Design fp16_multiplier, sky130hd; sources not shown.
Figure 1. Register map, names as in the netlist.
Other sequential cells in the stronger grey, the rest of the logic in the fainter grey.
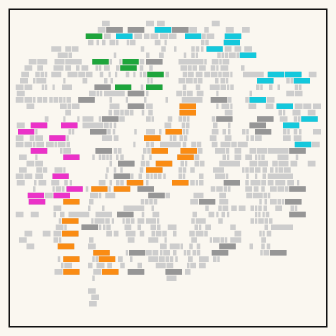
Orange is mcand_q, flops 22. Magenta is mplier_q, flops 11, where left middle. Cyan is result, flops 16, where top right. Green is exp_q, flops 7.
Another 34 sequential cells are not coloured.
sequential power: 0.602 mW
Sequential Area: 1800 um2
final core utilization: 37.5%
Seq area share: 28.7%

Figure 2. Congestion heat map.
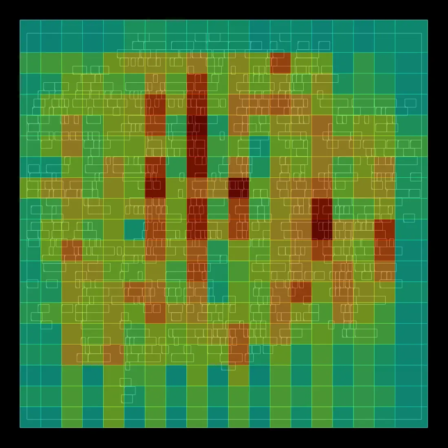
WL/cell: 15.6 um
M1 GR Usage: 20.5%
M2 GR Usage: 26.1%

Figure 3. Pin placement.
Pins as bars across the die edge, other pins in grey.
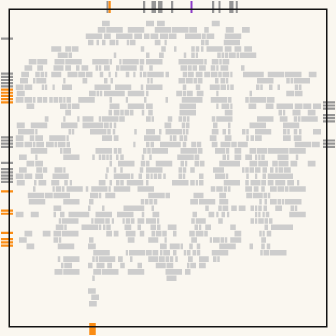
Orange is input_a, pins 16, direction input, edge 12 left, 3 bottom, 1 top. Purple is valid, pins 1, direction output, edge top.
DIE WIDTH: 135 um
port bufs: 53

==> reports/qor.txt <==
Yosys Instances - 621
final-report hold violation count - 0
part of the power in the clock network - 44.5%
Psw - 0.322 mW
detailed router's first-iteration violation count - 268
crit end category - flop
count of library flops with an enable pin - 0
Cell Int Power - 1.01 mW
Setup CP Type - in -> reg
area grow syn2layout - 21.8%
total power - 1.33 mW
Final HPWL DP - 10900 um
Peak Freq - 0.285 GHz
H-Tree Level Count - 3
share of layout cells above drive strength 1 - 5.37%
Clk Latency, worst-skew pair - 0.35 ns
Sequential Power Share - 45.2%
status - completed
clock-pin slew on the worst setup and hold paths - 0.06 ns
Critical Path Source Type - input port
Worst R2R Path Depth - 12
largest net degree at the start of global routing - 15
yosys warns - 0
Cell Type Count - 62
non-filler cells in the finished layout - 909
RePlAce Congestion - 0.837
chip area - 18200 um2
Hold Path Class - reg -> reg
clk buf depth - 2
Power Density - 213 nW/um2
RSZ-0062 raised after global routing - no
Logic family by area - AND-OR/OR-AND gates
ao+oa area frac - 23.8%
mux frac, synth - 1.95%
global-route wire length before repair - 22800 um
Hold WS - 0.254 ns
yosys simple share - 21.2%
number of antenna violations at the first check in global routing - 0
I/O pin count - 54
Setup-failing EPs final - 0
hold buffers post-CTS - 0
setup TNS - 0 ns
critical path, cell delays in order:
cell	delay, ns
clkdlybuf4s50_1	0.61
nor3b_1	0.15
o21bai_2	0.45
nor2b_1	0.66
clkbuf_8	0.32
nand2_1	0.07
nand3_1	0.09
power by group through the flow:
stage / combinational (mW) / sequential [mW] / clock, mW
finish: 0.137 / 0.602 / 0.594
global route: 0.151 / 0.604 / 0.633
floorplan: 0.0826 / 0.610 / 0
global placement: 0.134 / 0.614 / 0
CTS: 0.138 / 0.602 / 0.610
detailed placement: 0.137 / 0.615 / 0
routing by layer:
| layer | vias to the layer above | share of wire [%] | GRT usage (%) |
|---|---|---|---|
| li1 | 2395 | - | - |
| met1 | 2248 | 48 | 20.5 |
| met2 | 109 | 46 | 26.1 |
| met3 | 16 | 3.8 | 2.89 |
| met4 | 0 | 1.5 | 5.32 |
| met5 | - | 0 | 0 |
kinds of logic (layout without fill, tap and decap cells):
kind of cell | after synthesis | count (layout)
flops | 90 | 90
fa+ha+maj | 35 | 35
xor+xnor | 27 | 27
buf+inv | 52 | 120
simple gates | 228 | 228
compound gates | 179 | 179
mux | 10 | 10
synthesized netlist by cell type (6+ instances only):
| cell type | count | area (um2) |
|---|---|---|
| dfxtp_1 | 90 | 1800 |
| nand2_1 | 65 | 244 |
| nor2_1 | 63 | 236 |
| a21oi_1 | 50 | 250 |
| o21ai_0 | 40 | 200 |
| ha_1 | 33 | 413 |
| nand3_1 | 25 | 125 |
| clkbuf_1 | 23 | 86.3 |
| and2_1 | 22 | 138 |
| a222oi_1 | 19 | 190 |
| inv_1 | 17 | 63.8 |
| xnor2_1 | 17 | 149 |
| mux2i_1 | 10 | 100 |
| xor2_1 | 10 | 87.6 |
| a31oi_1 | 8 | 50.1 |
| and3_1 | 8 | 50.1 |
| a21o_1 | 7 | 52.6 |
| buf_2 | 7 | 35.0 |
| nor3_1 | 7 | 35.0 |
| nor4_1 | 7 | 43.8 |
| nand4_1 | 6 | 37.5 |
stage by stage:
step                cell area, um2  setup slack, ns
finish                        6270             2.69
global route                  6270             2.50
CTS                           6270             2.62
global placement              5950             2.32
detailed placement            5950             2.25
floorplan                     5140             3.16
layout by cell type (no fill, tap or decap), types with 7 or more instances in the layout:
cell type        Yosys  routed
nand2_1             65      65
nand3_1             25      25
buf_2                7       7
o21ai_0             40      40
clkbuf_1            23      23
dfxtp_1             90      90
a21oi_1             50      50
a21o_1               7       7
clkdlybuf4s50_1      0      53
and2_1              22      22
clkbuf_16            0       9
xnor2_1             17      17
mux2i_1             10      10
ha_1                33      33
nor4_1               7       7
nor3_1               7       7
xor2_1              10      10
inv_1               17      17
and3_1               8       8
nor2_1              63      63
a222oi_1            19      19
a31oi_1              8       8
layout make-up:
type                            count  area (um2)  area share [%]
Buffer                             35         174            2.77
Tap cell                          220         275            4.39
Sequential cell                    90        1800            28.7
Clock buffer                       10         239            3.81
Timing Repair Buffer               53         531            8.46
Clock inverter                      5        78.8            1.26
Inverter                           17        63.8            1.02
Multi-Input combinational cell    479        3110            49.5
No activity file was given, so power comes from the tool's default toggle rates.
